File: config.mk
export PLATFORM = sky130hd
export DESIGN_NAME = bus_ctrl_sequencer
export DESIGN_NICKNAME = d
export VERILOG_FILES = /design/src/rtl/bus_ctrl_pkg.sv /design/src/rtl/bus_ctrl_sequencer_decode.sv /design/src/rtl/bus_ctrl_sequencer.sv
export SDC_FILE = /design/constraint.sdc
export NUM_CORES = 1
export LEC_CHECK = 0
export CAP_MARGIN = 20
export CORE_MARGIN = 3
export CORE_UTILIZATION = 40
export CTS_CLUSTER_DIAMETER = 80
export DETAILED_ROUTE_END_ITERATION = 10
export PLACE_DENSITY = 0.82
export SKIP_CTS_REPAIR_TIMING = 1
export SKIP_LAST_GASP = 1
export SLEW_MARGIN = 20
export SYNTH_ARGS = -nofsm -noshare
export SYNTH_HDL_FRONTEND = slang
export SYNTH_HIERARCHICAL = 1
export SYNTH_SLANG_ARGS = --single-unit
File: constraint.sdc
create_clock -name clock -period 9.8 [get_ports clock]
set_input_delay 2.45 -clock clock [delete_from_list [all_inputs] [get_ports clock]]
set_output_delay 2.45 -clock clock [all_outputs]
set_load 0.02 [all_outputs]
File: src/rtl/bus_ctrl_pkg.sv
// -----------------------------------------------------------------------------
// bus_ctrl_pkg
// Shared definitions for the single-bus control sequencer:
//   - opcode values (ir[31:27])
//   - bus driver indices for the non-GPR drivers (GPRs occupy 0..15)
//   - sequencer state enum and decoded-instruction struct
// Optional build macro: SINGLE_STEP_EN adds the PAUSE state.
// -----------------------------------------------------------------------------
package bus_ctrl_pkg;

   localparam logic [4:0] OP_LD   = 5'd0;
   localparam logic [4:0] OP_LDI  = 5'd1;
   localparam logic [4:0] OP_ADD  = 5'd3;
   localparam logic [4:0] OP_SUB  = 5'd4;
   localparam logic [4:0] OP_AND  = 5'd5;
   localparam logic [4:0] OP_OR   = 5'd6;
   localparam logic [4:0] OP_ROR  = 5'd7;
   localparam logic [4:0] OP_ROL  = 5'd8;
   localparam logic [4:0] OP_SHR  = 5'd9;
   localparam logic [4:0] OP_SHRA = 5'd10;
   localparam logic [4:0] OP_SHL  = 5'd11;
   localparam logic [4:0] OP_ADDI = 5'd12;
   localparam logic [4:0] OP_ANDI = 5'd13;
   localparam logic [4:0] OP_ORI  = 5'd14;
   localparam logic [4:0] OP_DIV  = 5'd15;
   localparam logic [4:0] OP_MUL  = 5'd16;
   localparam logic [4:0] OP_NEG  = 5'd17;
   localparam logic [4:0] OP_NOT  = 5'd18;
   localparam logic [4:0] OP_NOP  = 5'd26;
   localparam logic [4:0] OP_HALT = 5'd27;

   localparam logic [4:0] DRV_HI  = 5'd16;
   localparam logic [4:0] DRV_LO  = 5'd17;
   localparam logic [4:0] DRV_ZHI = 5'd18;
   localparam logic [4:0] DRV_ZLO = 5'd19;
   localparam logic [4:0] DRV_PC  = 5'd20;
   localparam logic [4:0] DRV_MDR = 5'd21;
   localparam logic [4:0] DRV_IN  = 5'd22;
   localparam logic [4:0] DRV_C   = 5'd23;

   typedef enum logic [3:0] {
      ST_IDLE, ST_F0, ST_F1, ST_F2, ST_F3,
      ST_E0, ST_E1, ST_E2, ST_E3, ST_E4,
      ST_HALT
`ifdef SINGLE_STEP_EN
      , ST_PAUSE
`endif
   } state_e;

   typedef enum logic [3:0] {
      CLS_RR, CLS_IMM, CLS_UNARY, CLS_MULDIV,
      CLS_LDI, CLS_LD, CLS_NOP, CLS_HALT, CLS_BAD
   } cls_e;

   typedef struct packed {
      cls_e       cls;
      logic [4:0] opcode;
      logic [3:0] ra;
      logic [3:0] rb;
      logic [3:0] rc;
   } instr_t;

endpackage

File: src/rtl/bus_ctrl_sequencer_decode.sv
// -----------------------------------------------------------------------------
// bus_ctrl_decode
// Combinational IR decoder: classifies the opcode and extracts register fields.
// Ports:
//   ir    in  32  instruction register contents
//   instr out     decoded class, opcode, ra/rb/rc
// Any unsupported opcode or an out-of-range register field decodes as CLS_BAD.
// -----------------------------------------------------------------------------
module bus_ctrl_decode
   import bus_ctrl_pkg::*;
#(
   parameter int NUM_GPR = 16
) (
   input  logic [31:0] ir,
   output instr_t      instr
);

   logic [14:0] unused_ir_low;
   assign unused_ir_low = ir[14:0];

   logic ra_ok, rb_ok, rc_ok;
   assign ra_ok = int'(ir[26:23]) < NUM_GPR;
   assign rb_ok = int'(ir[22:19]) < NUM_GPR;
   assign rc_ok = int'(ir[18:15]) < NUM_GPR;

   always_comb begin
      instr.opcode = ir[31:27];
      instr.ra     = ir[26:23];
      instr.rb     = ir[22:19];
      instr.rc     = ir[18:15];
      case (ir[31:27])
         OP_ADD, OP_SUB, OP_AND, OP_OR, OP_ROR,
         OP_ROL, OP_SHR, OP_SHRA, OP_SHL:  instr.cls = CLS_RR;
         OP_ADDI, OP_ANDI, OP_ORI:         instr.cls = CLS_IMM;
         OP_NEG, OP_NOT:                   instr.cls = CLS_UNARY;
         OP_MUL, OP_DIV:                   instr.cls = CLS_MULDIV;
         OP_LDI:                           instr.cls = CLS_LDI;
         OP_LD:                            instr.cls = CLS_LD;
         OP_NOP:                           instr.cls = CLS_NOP;
         OP_HALT:                          instr.cls = CLS_HALT;
         default:                          instr.cls = CLS_BAD;
      endcase
      if (!ra_ok || !rb_ok)
         instr.cls = CLS_BAD;
      // rc only matters for reg-reg; an out-of-range rc would select a non-GPR driver
      if (instr.cls == CLS_RR && !rc_ok)
         instr.cls = CLS_BAD;
   end

endmodule

File: src/rtl/bus_ctrl_sequencer.sv
// -----------------------------------------------------------------------------
// bus_ctrl_sequencer
// Hardwired fetch/execute control-step sequencer for a single-bus datapath.
// Ports:
//   clock, clear (sync active-high), run (sampled in IDLE only)
//   ir[31:0]    instruction register contents
//   mem_ready   memory read data valid
//   step        (SINGLE_STEP_EN only) leaves PAUSE on a one-cycle pulse
//   bus_drv     one-hot bus driver enables (bit = bus select index)
//   r_in        GPR load enables
//   hi_in, lo_in, pc_in, ir_in, mar_in, mdr_in, y_in, z_in, inc_pc, mem_read
//   alu_op      ALU operation
//   busy, halted, illegal
// Build macro: SINGLE_STEP_EN -- pause after every instruction until step.
// -----------------------------------------------------------------------------
module bus_ctrl_sequencer
   import bus_ctrl_pkg::*;
#(
   parameter int NUM_GPR = 16,
   parameter int DRV_W   = 24
) (
   input  logic               clock,
   input  logic               clear,
   input  logic               run,
   input  logic [31:0]        ir,
   input  logic               mem_ready,
`ifdef SINGLE_STEP_EN
   input  logic               step,
`endif
   output logic [DRV_W-1:0]   bus_drv,
   output logic [NUM_GPR-1:0] r_in,
   output logic               hi_in,
   output logic               lo_in,
   output logic               pc_in,
   output logic               ir_in,
   output logic               mar_in,
   output logic               mdr_in,
   output logic               y_in,
   output logic               z_in,
   output logic               inc_pc,
   output logic               mem_read,
   output logic [4:0]         alu_op,
   output logic               busy,
   output logic               halted,
   output logic               illegal
);

`ifdef SINGLE_STEP_EN
   localparam state_e ST_DONE = ST_PAUSE;
`else
   localparam state_e ST_DONE = ST_F0;
`endif

   state_e state_q, state_d;
   instr_t instr_q, instr_d;
   instr_t dec;
   instr_t cur;

   bus_ctrl_decode #(.NUM_GPR(NUM_GPR)) u_decode (
      .ir    (ir),
      .instr (dec)
   );

   // IR is loaded at the end of F3, so E0 must see the live decode; later steps
   // use the copy captured in E0.
   assign cur = (state_q == ST_E0) ? dec : instr_q;

   function automatic logic [DRV_W-1:0] drv(input logic [4:0] idx);
      return DRV_W'(1) << idx;
   endfunction

   function automatic logic [DRV_W-1:0] drv_gpr(input logic [3:0] r);
      return DRV_W'(1) << {1'b0, r};
   endfunction

   // next-state logic
   always_comb begin
      state_d = state_q;
      instr_d = instr_q;
      case (state_q)
         ST_IDLE: if (run) state_d = ST_F0;
         ST_F0:   state_d = ST_F1;
         ST_F1:   state_d = ST_F2;
         ST_F2:   if (mem_ready) state_d = ST_F3;
         ST_F3:   state_d = ST_E0;
         ST_E0: begin
            instr_d = dec;
            case (dec.cls)
               CLS_NOP, CLS_BAD: state_d = ST_DONE;
               CLS_HALT:         state_d = ST_HALT;
               default:          state_d = ST_E1;
            endcase
         end
         ST_E1:   state_d = (cur.cls == CLS_UNARY) ? ST_DONE : ST_E2;
         ST_E2:   state_d = (cur.cls == CLS_MULDIV || cur.cls == CLS_LD) ? ST_E3 : ST_DONE;
         ST_E3: begin
            if (cur.cls == CLS_MULDIV)
               state_d = ST_DONE;
            else if (mem_ready)
               state_d = ST_E4;
         end
         ST_E4:   state_d = ST_DONE;
         ST_HALT: state_d = ST_HALT;
`ifdef SINGLE_STEP_EN
         ST_PAUSE: if (step) state_d = ST_F0;
`endif
         default: state_d = ST_IDLE;
      endcase
   end

   always_ff @(posedge clock) begin
      if (clear) begin
         state_q <= ST_IDLE;
         instr_q <= '0;
      end else begin
         state_q <= state_d;
         instr_q <= instr_d;
      end
   end

   // Moore output decode from the registered state and instruction fields
   always_comb begin
      bus_drv  = '0;
      r_in     = '0;
      hi_in    = 1'b0;
      lo_in    = 1'b0;
      pc_in    = 1'b0;
      ir_in    = 1'b0;
      mar_in   = 1'b0;
      mdr_in   = 1'b0;
      y_in     = 1'b0;
      z_in     = 1'b0;
      inc_pc   = 1'b0;
      mem_read = 1'b0;
      alu_op   = 5'd0;
      illegal  = 1'b0;
      halted   = (state_q == ST_HALT);
      busy     = 1'b1;
      case (state_q)
         ST_IDLE, ST_HALT: busy = 1'b0;
`ifdef SINGLE_STEP_EN
         ST_PAUSE: busy = 1'b0;
`endif
         ST_F0: begin
            bus_drv = drv(DRV_PC);
            mar_in  = 1'b1;
            inc_pc  = 1'b1;
            z_in    = 1'b1;
            alu_op  = OP_ADD;
         end
         ST_F1: begin
            bus_drv = drv(DRV_ZLO);
            pc_in   = 1'b1;
         end
         ST_F2: begin
            mem_read = 1'b1;
            mdr_in   = 1'b1;
         end
         ST_F3: begin
            bus_drv = drv(DRV_MDR);
            ir_in   = 1'b1;
         end
         ST_E0: begin
            case (cur.cls)
               CLS_RR, CLS_IMM, CLS_LDI, CLS_LD: begin
                  bus_drv = drv_gpr(cur.rb);
                  y_in    = 1'b1;
               end
               CLS_MULDIV: begin
                  bus_drv = drv_gpr(cur.ra);
                  y_in    = 1'b1;
               end
               CLS_UNARY: begin
                  bus_drv = drv_gpr(cur.rb);
                  z_in    = 1'b1;
                  alu_op  = cur.opcode;
               end
               CLS_BAD: illegal = 1'b1;
               default: ;
            endcase
         end
         ST_E1: begin
            case (cur.cls)
               CLS_RR: begin
                  bus_drv = drv_gpr(cur.rc);
                  z_in    = 1'b1;
                  alu_op  = cur.opcode;
               end
               CLS_IMM: begin
                  bus_drv = drv(DRV_C);
                  z_in    = 1'b1;
                  alu_op  = cur.opcode;
               end
               CLS_LDI, CLS_LD: begin
                  bus_drv = drv(DRV_C);
                  z_in    = 1'b1;
                  alu_op  = OP_ADD;
               end
               CLS_MULDIV: begin
                  bus_drv = drv_gpr(cur.rb);
                  z_in    = 1'b1;
                  alu_op  = cur.opcode;
               end
               CLS_UNARY: begin
                  bus_drv = drv(DRV_ZLO);
                  r_in    = NUM_GPR'(1) << cur.ra;
               end
               default: ;
            endcase
         end
         ST_E2: begin
            bus_drv = drv(DRV_ZLO);
            case (cur.cls)
               CLS_MULDIV: lo_in  = 1'b1;
               CLS_LD:     mar_in = 1'b1;
               default:    r_in   = NUM_GPR'(1) << cur.ra;
            endcase
         end
         ST_E3: begin
            if (cur.cls == CLS_MULDIV) begin
               bus_drv = drv(DRV_ZHI);
               hi_in   = 1'b1;
            end else begin
               mem_read = 1'b1;
               mdr_in   = 1'b1;
            end
         end
         ST_E4: begin
            bus_drv = drv(DRV_MDR);
            r_in    = NUM_GPR'(1) << cur.ra;
         end
         default: busy = 1'b0;
      endcase
   end

endmodule
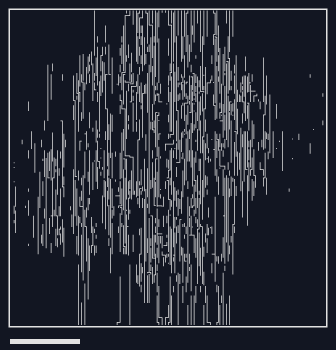
Run 1: met2 routing
Scale bar: 20 um.
longest straight run	42.5 um
nets with wire on the layer	397
share of all routed wire	50%
wire length on this layer	4,130 um
main direction	vertical
met2 Use GR: 35.1%
vias: 3,223
total wire length: 8330 um

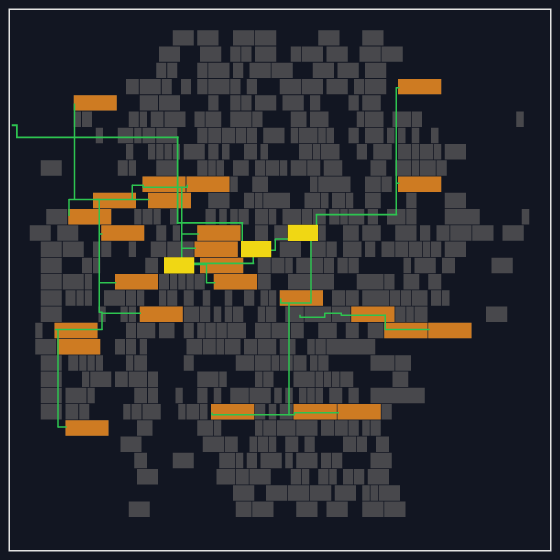
Run 1: clock distribution
[orange] flip-flops | count: 25
[green] clock wires | length: 336 um
[yellow] clock drivers | count: 3
routed clock nets	4
clk latency late pin: 0.27 ns
clk_skew: 0.00731 ns
clk pwr: 0.0663 mW
clock power share: 23.5%

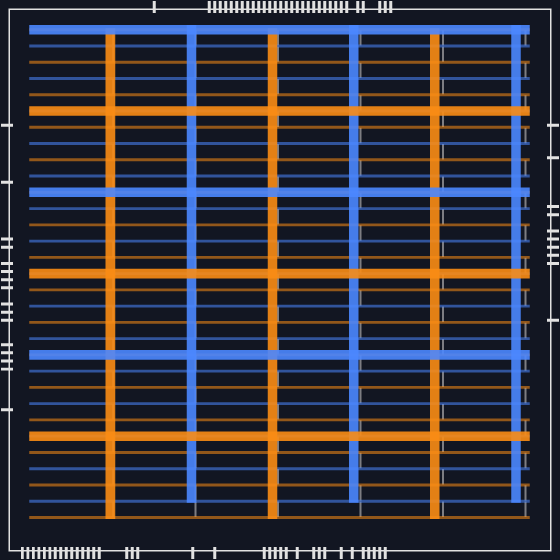
Run 1: supply network
Pins as bars on the die edge. Tap cells in gray.
color	net
orange	VSS
blue	VDD
signal pins	94
met4 straps	6
met1 rails	31
maximum vdd drop: 56.3 uV
Die X-Extent: 90.3 um
Core Area: 6830 um2

==> run notes, run 1 <==
fresh numbers from the pnr run: residual DRC count 0, Tot GR Track Use 19.8%, area delta synth->final 21.5%, sequential power share 40.9%, Num CTS Buffers 3, clock-pin slew on the worst setup and hold paths 0.09 ns, Cell Int Power 0.179 mW, Hold Path Depth 2, cell area after layout 3460 um2, status completed, yosys cell count 420, worst setup path start ir[30], Setup CP Type input port to output port, root buf cell clkbuf_8, Slew Limit Fails 0, FF-to-FF path depth 5, Worst Path Required 7.35 ns, port buffer count 75, placed cell count 541, Synth area leader dfxtp_1, Longest Clk Path Bufs 2, max_slew headroom 30.2%, Post-Place Cell Area 3410 um2, Cells after Synth 420, Rows 30, CTS sink cnt 25, GP Congestion 0.982, post-DR vias/cell 5.91, dominant cells by area after synthesis dfxtp_1 18%, nand2_1 8.3%, buf_4 6.6%, CTS HTree Levels 1, HP Start instr_q[14], switching share of power 36.6%, nets 486, max_cap viols 0, Achievable Freq 118 MHz, vias in the first global route 2,970, combinational share of power 35.6%, min Tclk post-route 8.44 ns, Pwr Total 0.282 mW, Top cell excl fill/tap clkdlybuf4s50_1, Post-DP HPWL 6270 um, ys async rst share 0%, Flops after synth 25, most frequent cells in the layout 75 x clkdlybuf4s50_1, 63 x nand2_1, 37 x a21oi_1, 35 x nor3_1, 33 x nor2_1, global-route wire length before repair 13,800 um, final antenna-violating net count 0, Ports 94, Setup Viol. Count Final 0, WL per Instance 15.3 um, initial antenna violation count 0, Reg2Reg Capture Point state_q[0], Leakage 1.05 nW, Tightest Pin Transition 1.04 ns, worst path arrival time 5.99 ns, Initial Util 41.6%, pwr/cell area 81.6 nW/um2, Dominant cell area share 17.6%, total die size 8160 um2, Post-synth EDFFs 0, FILL cells 682
## run 1: per-stage QoR
step	hold WS, ns	setup WS, ns	util (%)
after floorplan	0.436	2.89	-
after global placement	0.442	1.51	49.9
after detailed placement	0.449	1.41	49.9
after CTS	0.463	1.39	50.6
after global routing	0.484	1.18	50.6
final	0.465	1.36	50.6
## run 1: worst max-delay path by stage
stage,endpoint,depth (start not counted),slack [ns]
after floorplan,bus_drv[2],10,2.89
after global placement,bus_drv[4],9,1.51
after detailed placement,bus_drv[4],9,1.41
after CTS,bus_drv[4],9,1.39
after global routing,bus_drv[4],9,1.18
final,bus_drv[4],9,1.36
## run 1: per-layer routing
layer | vias to the layer above | wire length [um] | part of all wire, % | GRT usage (%)
li1 | 1565 | - | - | -
met1 | 1510 | 3480 | 42 | 24.8
met2 | 128 | 4130 | 50 | 35.1
met3 | 20 | 565 | 6.8 | 3.08
met4 | 0 | 149 | 1.8 | 5.10
met5 | - | 0 | 0 | 0
## run 1: registers in the layout, indices dropped and copies added, names as in the netlist
register  flops
state_q       4
instr_q      21
## run 1: area by class of cell
| cell class | count | area, um2 | share of cell area (%) |
|---|---|---|---|
| Multi-Input combinational cell | 332 | 1970 | 57.1 |
| Timing Repair Buffer | 78 | 773 | 22.4 |
| Sequential cell | 25 | 500 | 14.5 |
| Tap cell | 96 | 120 | 3.48 |
| Clock buffer | 3 | 41.3 | 1.19 |
| Inverter | 10 | 37.5 | 1.09 |
| Clock inverter | 1 | 8.76 | 0.253 |
## run 1: synthesized netlist by cell type, drive strengths merged, types with 4 or more instances
cell type	number
and3	6
nor2b	9
buf	44
inv	10
a32oi	6
o22ai	5
nand3b	6
a21oi	39
nand2	65
nand2b	9
dfxtp	25
o211ai	4
or3	5
nand3	15
a32o	4
nor4	4
clkbuf	11
o221ai	5
nor2	35
nor3	39
a31oi	6
nor3b	7
o21ai	14
nand4	5
a22oi	5
## run 1: cells by family (layout without fill, tap and decap cells)
family	after synthesis	count (layout)	synth area share, %
buffers and inverters	65	92	13.3
other	1	3	0.132
AND/OR/NAND/NOR	216	216	40.5
XOR/XNOR	1	1	0.308
AND-OR/OR-AND	111	111	27.4
multiplexers	1	1	0.792
flip-flops	25	25	17.6
## run 1: power by group through the flow
| stage | Combinational, mW | Sequential (mW) | Clock, mW |
|---|---|---|---|
| after floorplan | 0.0780 | 0.109 | 0 |
| after global placement | 0.0979 | 0.117 | 0 |
| after detailed placement | 0.0992 | 0.118 | 0 |
| after CTS | 0.100 | 0.115 | 0.0687 |
| after global routing | 0.109 | 0.117 | 0.0719 |
| final | 0.100 | 0.115 | 0.0663 |
## run 1: worst max-delay path: stages
cell and delay [ns]:
clkdlybuf4s50_1 0.60, or3_1 0.44, a21oi_1 0.60, and4bb_2 0.35, mux2i_4 0.25, nor2_2 0.13
o22ai_1 0.38, o221ai_1 0.22, clkdlybuf4s50_1 0.57
==> run 1 -> run 2 <==
--- a/config.mk
+++ b/config.mk
@@ -8,12 +8,13 @@
 export CAP_MARGIN = 20
 export CORE_MARGIN = 3
 export CORE_UTILIZATION = 40
+export CTS_BUF_LIST = sky130_fd_sc_hd__clkbuf_2
 export CTS_CLUSTER_DIAMETER = 80
 export DETAILED_ROUTE_END_ITERATION = 10
 export PLACE_DENSITY = 0.82
 export SKIP_CTS_REPAIR_TIMING = 1
 export SKIP_LAST_GASP = 1
-export SLEW_MARGIN = 20
+export SLEW_MARGIN = 25
 export SYNTH_ARGS = -nofsm -noshare
 export SYNTH_HDL_FRONTEND = slang
 export SYNTH_HIERARCHICAL = 1
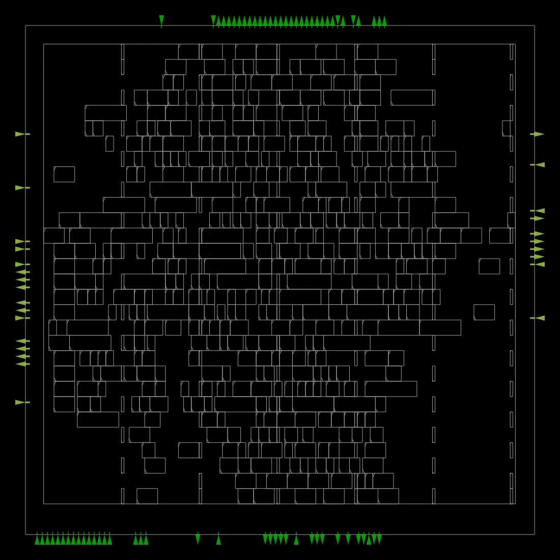
Run 2: placement view
flop share of the area: 14.6%
FILL cells: 691

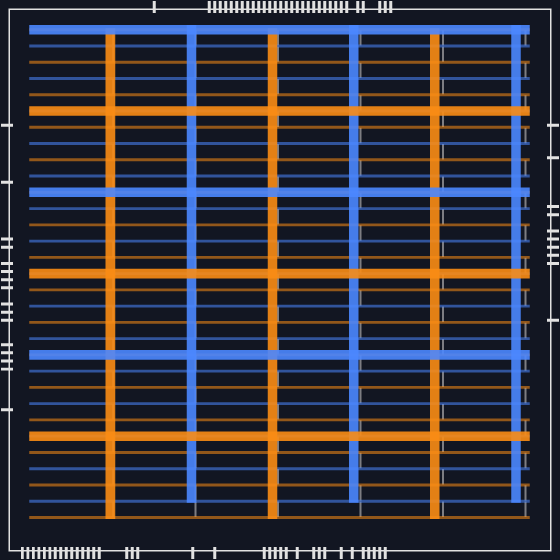
Run 2: supply network
Pins as bars on the die edge. Tap cells in gray.
color	net
orange	VSS
blue	VDD
tap cells	96
met4 straps	6
rows	30
signal pins	94
Die Ht: 90.3 um
maximum vdd drop: 49.4 uV

==> run notes, run 2 <==
fresh numbers from the pnr run: status completed, Top Registers instr_q: 21 flops, state_q: 4 flops, Die X-Extent 90.3 um (unchanged), Largest register FFs 21 (unchanged), Initial Util 41.6% (unchanged), residual DRC count 0 (unchanged), total die size 8160 um2 (unchanged), nets 486 (unchanged), dominant cells by area after synthesis dfxtp_1 18%, nand2_1 8.3%, buf_4 6.6%, Setup Viol. Count Final 0 (unchanged), Ports 94 (unchanged), vias in the first global route 2,945 (-0.84%), Leakage 1.04 nW (-0.87%), Setup CP Type input port to output port, Worst Path Required 7.35 ns (about the same), Rows 30 (unchanged), ys async rst share 0% (unchanged), clock power share 17.8% (-5.7 points), initial antenna violation count 0 (unchanged), Core Area 6830 um2 (unchanged), Flops after synth 25 (unchanged), vias 3,196 (-0.84%), WL per Instance 15.2 um (-0.71%), area delta synth->final 20.5%, worst slack, placed 1.41 ns (unchanged), CTS HTree Levels 1 (unchanged), combinational share of power 38.1% (+2.5 points), setup ws final 1.38 ns (+0.0180 ns), Slew Limit Fails 0 (unchanged), CP max stage delay 0.60 ns (about the same), cell mode on critical path clkdlybuf4s50_1, most used standard cell by instance count after synthesis nand2_1, Synth area leader dfxtp_1, max_slew headroom 30.1% (-0.13 points), final antenna-violating net count 0 (unchanged), Post-DP HPWL 6270 um (unchanged), Synth top cells by count 63 x nand2_1, 37 x a21oi_1, 35 x nor3_1, worst path arrival time 5.97 ns (-0.02 ns), Unique masters post-synth 67, Tot GR Track Use 19.7% (-0.035 points), pwr/cell area 76.7 nW/um2 (-6.1%), Tightest Pin Transition 1.05 ns (+0.00194 ns), switching share of power 39.1% (+2.5 points), min Tclk post-route 8.42 ns (-0.0180 ns), max_cap viols 0 (unchanged), Top cell excl fill/tap clkdlybuf4s50_1, global-route wire length before repair 13,800 um (-0.35%), Dominant cell area share 17.6% (unchanged), Critical path buffers and inverters 2 (unchanged), placed cell count 541 (unchanged), sequential power share 44.1% (+3.2 points), clk latency late pin 0.38 ns (+0.11 ns), Achievable Freq 119 MHz (+0.21%), Cells after Synth 420 (unchanged), yosys cell count 420 (unchanged), port buffer count 75 (unchanged), total wire length 8270 um (-0.71%), most frequent cells in the layout 75 x clkdlybuf4s50_1, 63 x nand2_1, 37 x a21oi_1, 35 x nor3_1, 33 x nor2_1, Post-synth EDFFs 0 (unchanged), critical path's top delay family AND-OR/OR-AND gates, post-DR vias/cell 5.86 (-0.84%), Num CTS Buffers 3 (unchanged), CTS sink cnt 25 (unchanged)
-- run 2: cell counts in the layout (fill, tap and decap cells not counted) --
Identical to the previous run, type by type.
-- run 2: kinds of logic (layout without fill, tap and decap cells) --
kind of cell / count (synthesis) / in the layout / share of synthesized area, %
XOR/XNOR: 1 / 1 / 0.308
multiplexers: 1 / 1 / 0.792
flip-flops: 25 / 25 / 17.6
other: 1 / 3 / 0.132
buffers and inverters: 65 / 92 / 13.3
AND-OR/OR-AND: 111 / 111 / 27.4
AND/OR/NAND/NOR: 216 / 216 / 40.5
-- run 2: per-stage QoR --
step                      power, mW  utilization (%)  cell area [um2]  hold WS [ns]
after global routing          0.279             50.2             3430         0.496
after CTS                     0.265             50.2             3430         0.478
after global placement        0.215             49.9             3410         0.442
after detailed placement      0.217             49.9             3410         0.449
after floorplan               0.187                -             2850         0.436
final                         0.263             50.2             3430         0.477
-- run 2: final timing paths --
path	start	to	slack [ns]	depth (start not counted)
worst max-delay path	ir[30]	bus_drv[4]	1.38	9
worst min-delay path	instr_q[14]	instr_q[14]	0.48	2
worst max register to register	state_q[3]	state_q[0]	7.58	5
worst min register to register	instr_q[14]	instr_q[14]	0.48	2
-- run 2: power groups by stage --
| stage | combinational, mW | clock, mW | sequential, mW |
|---|---|---|---|
| 6_report | 0.100 | 0.0469 | 0.116 |
| 5_1_grt | 0.109 | 0.0522 | 0.118 |
| 4_1_cts | 0.100 | 0.0489 | 0.116 |
| 3_5_place_dp | 0.0992 | 0 | 0.118 |
| 3_3_place_gp | 0.0979 | 0 | 0.117 |
| 2_1_floorplan | 0.0780 | 0 | 0.109 |
-- run 2: metal layers --
layer  vias up  GRT usage, %  wire [um]
met1      1486          25.0       3530
met4         0          5.36        150
met2       124          34.8       4080
met5         -             0          0
met3        21          2.83        512
li1       1565             -          -
-- run 2: area by class of cell --
type / count / area [um2]
fill: 691 / 3400
inverter: 10 / 37.5
multi-input combinational: 332 / 1970
sequential: 25 / 500
clock inverter: 1 / 8.76
clock buffer: 3 / 15.0
timing repair buffer: 78 / 773
tap: 96 / 120
-- run 2: tightest hold or removal path, delay by kind of cell, from the launching register on --
kind | cells | cell delay (ns)
compound gates | 1 | 0.05
flops | 1 | 0.37
simple gates | 1 | 0.05
==> run 2 -> run 3 <==
--- a/config.mk
+++ b/config.mk
@@ -10,6 +10,7 @@
 export CORE_UTILIZATION = 40
 export CTS_BUF_LIST = sky130_fd_sc_hd__clkbuf_2
 export CTS_CLUSTER_DIAMETER = 80
+export CTS_CLUSTER_SIZE = 20
 export DETAILED_ROUTE_END_ITERATION = 10
 export PLACE_DENSITY = 0.82
 export SKIP_CTS_REPAIR_TIMING = 1
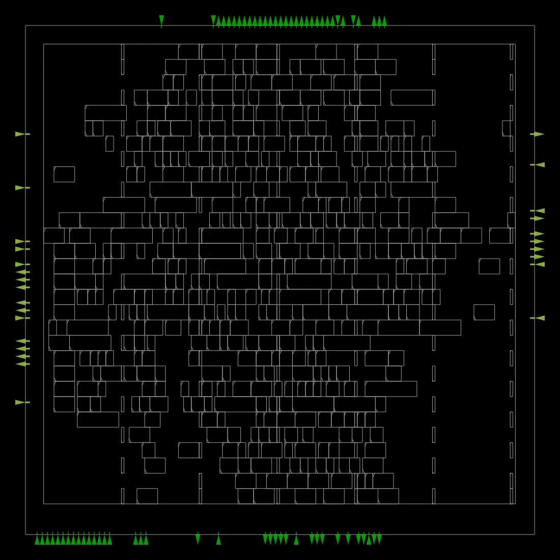
Run 3: placement view
non-filler cells, final: 545
Well Taps: 96
sequential cell count: 25

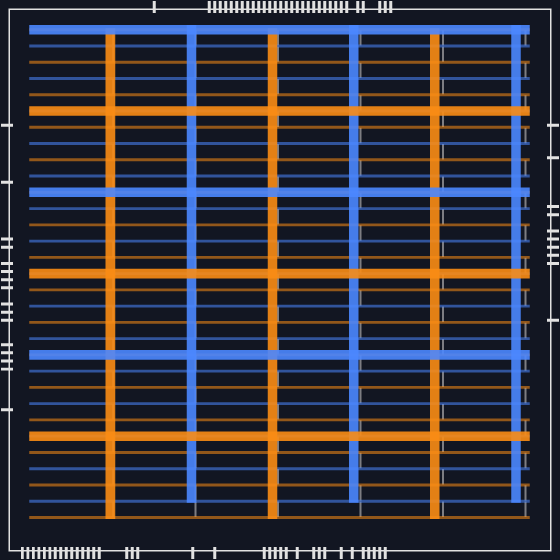
Run 3: supply network
Pins as bars on the die edge. Tap cells in gray.
color	net
orange	VSS
blue	VDD
tap cells	96
signal pins	94
rows	30
met4 straps	6
met5 straps	6

==> run notes, run 3 <==
fresh numbers from the pnr run: Setup CP Type input port to output port, CTS sink cnt 25 (unchanged), placed cell count 541 (unchanged), Post-DP HPWL 6270 um (unchanged), GR Layer Usage met3 2.83% (unchanged), vias 3,196 (unchanged), Slew Limit Fails 0 (unchanged), vias in the first global route 2,945 (unchanged), FILL cells 691 (unchanged), cell mode on critical path clkdlybuf4s50_1, CP max stage delay 0.60 ns (about the same), FF-to-FF Start state_q[3], Synth top cells by count 63 x nand2_1, 37 x a21oi_1, 35 x nor3_1, Largest register FFs 21 (unchanged), Ports 94 (unchanged), dominant cells by area after synthesis dfxtp_1 18%, nand2_1 8.3%, buf_4 6.6%, Leakage 1.04 nW (unchanged), residual DRC count 0 (unchanged), Synthesis Warnings 6, Synth area leader dfxtp_1, Setup Viol. Count Final 0 (unchanged), Post-Route Utilization 50.2% (unchanged), Top Registers instr_q: 21 flops, state_q: 4 flops, Tot GR Track Use 19.7% (unchanged), most used standard cell by instance count after synthesis nand2_1, WL per Instance 15.2 um (unchanged), Worst Path Required 7.35 ns (about the same), setup ws final 1.38 ns (unchanged), port buffer count 75 (unchanged), CTS HTree Levels 1 (unchanged), post-DR vias/cell 5.86 (unchanged), Rows 30 (unchanged), clk_skew 0.00788 ns, worst path arrival time 5.97 ns (about the same), max_slew headroom 30.1% (unchanged), worst setup path start ir[30], Core Area 6830 um2 (unchanged), HP Start instr_q[14], Flops after synth 25 (unchanged), min Tclk post-route 8.42 ns (unchanged), Num CTS Buffers 3 (unchanged), max_cap viols 0 (unchanged), Cells after Synth 420 (unchanged), Tightest Pin Transition 1.05 ns (unchanged), Dominant cell area share 17.6% (unchanged), initial antenna violation count 0 (unchanged), critical path's top delay family AND-OR/OR-AND gates, clk latency late pin 0.38 ns (about the same), Post-synth EDFFs 0 (unchanged), final antenna-violating net count 0 (unchanged), status completed, area delta synth->final 20.5% (unchanged), busiest grt layer met2, nets 486 (unchanged), RSZ-0062 raised after global routing no, ys async rst share 0% (unchanged), Die Ht 90.3 um (unchanged), Die X-Extent 90.3 um (unchanged), Pwr Total 0.263 mW (unchanged), pwr/cell area 76.7 nW/um2 (unchanged), cell area after layout 3430 um2 (unchanged), Critical path buffers and inverters 2 (unchanged), maximum vdd drop 49.4 uV (unchanged), GR Util met1 25.0% (unchanged), global-route wire length before repair 13,800 um (unchanged), most frequent cells in the layout 75 x clkdlybuf4s50_1, 63 x nand2_1, 37 x a21oi_1, 35 x nor3_1, 33 x nor2_1, Unique masters post-synth 67 (unchanged), Top cell excl fill/tap clkdlybuf4s50_1, met2 Use GR 34.8% (unchanged), Initial Util 41.6% (unchanged), total wire length 8270 um (unchanged), Worst Hold Slack 0.477 ns (unchanged), worst slack, placed 1.41 ns (unchanged), CTS tree built, Post-Place Cell Area 3410 um2 (unchanged), total die size 8160 um2 (unchanged)
## run 3: cell counts after synthesis
No cell type changed its count.
## run 3: final cells by class
cell class                      instances  area, um2  area share, %
Clock buffer                            3       15.0          0.438
Clock inverter                          1       8.76          0.255
Inverter                               10       37.5           1.09
Multi-Input combinational cell        332       1970           57.6
Sequential cell                        25        500           14.6
Tap cell                               96        120           3.50
Timing Repair Buffer                   78        773           22.5
## run 3: layer usage
metal  part of all wire (%)  vias up
li1                       -     1565
met1                     43     1486
met2                     49      124
met3                    6.2       21
met4                    1.8        0
met5                      0        -
## run 3: logic make-up (layout without fill, tap and decap cells)
kind of cell	count (synthesis)	after routing	share of synthesized area [%]
flip-flops	25	25	17.6
AND-OR/OR-AND	111	111	27.4
multiplexers	1	1	0.792
XOR/XNOR	1	1	0.308
other	1	3	0.132
buffers and inverters	65	92	13.3
AND/OR/NAND/NOR	216	216	40.5
## run 3: worst min-delay path, stage by stage, from the launching register on
cell	delay, ns
dfxtp_1	0.37
nand2_1	0.05
a21oi_1	0.05
## run 3: worst paths after layout
check	to	slack, ns	cells after the start
setup reg to reg	state_q[0]	7.58	5
hold reg to reg	instr_q[14]	0.48	2
setup / recovery	bus_drv[4]	1.38	9
hold / removal	instr_q[14]	0.48	2
## run 3: power breakdown
| group | total, mW | internal (mW) | switching, mW | leakage, nW |
|---|---|---|---|---|
| Sequential | 0.116 | 0.105 | 0.0110 | 0.202 |
| Clock | 0.0469 | 0.0107 | 0.0362 | 0.0170 |
| Combinational | 0.100 | 0.0446 | 0.0557 | 0.820 |
| Total | 0.263 | 0.160 | 0.103 | 1.04 |
Power is estimated from default activity; no workload was simulated.
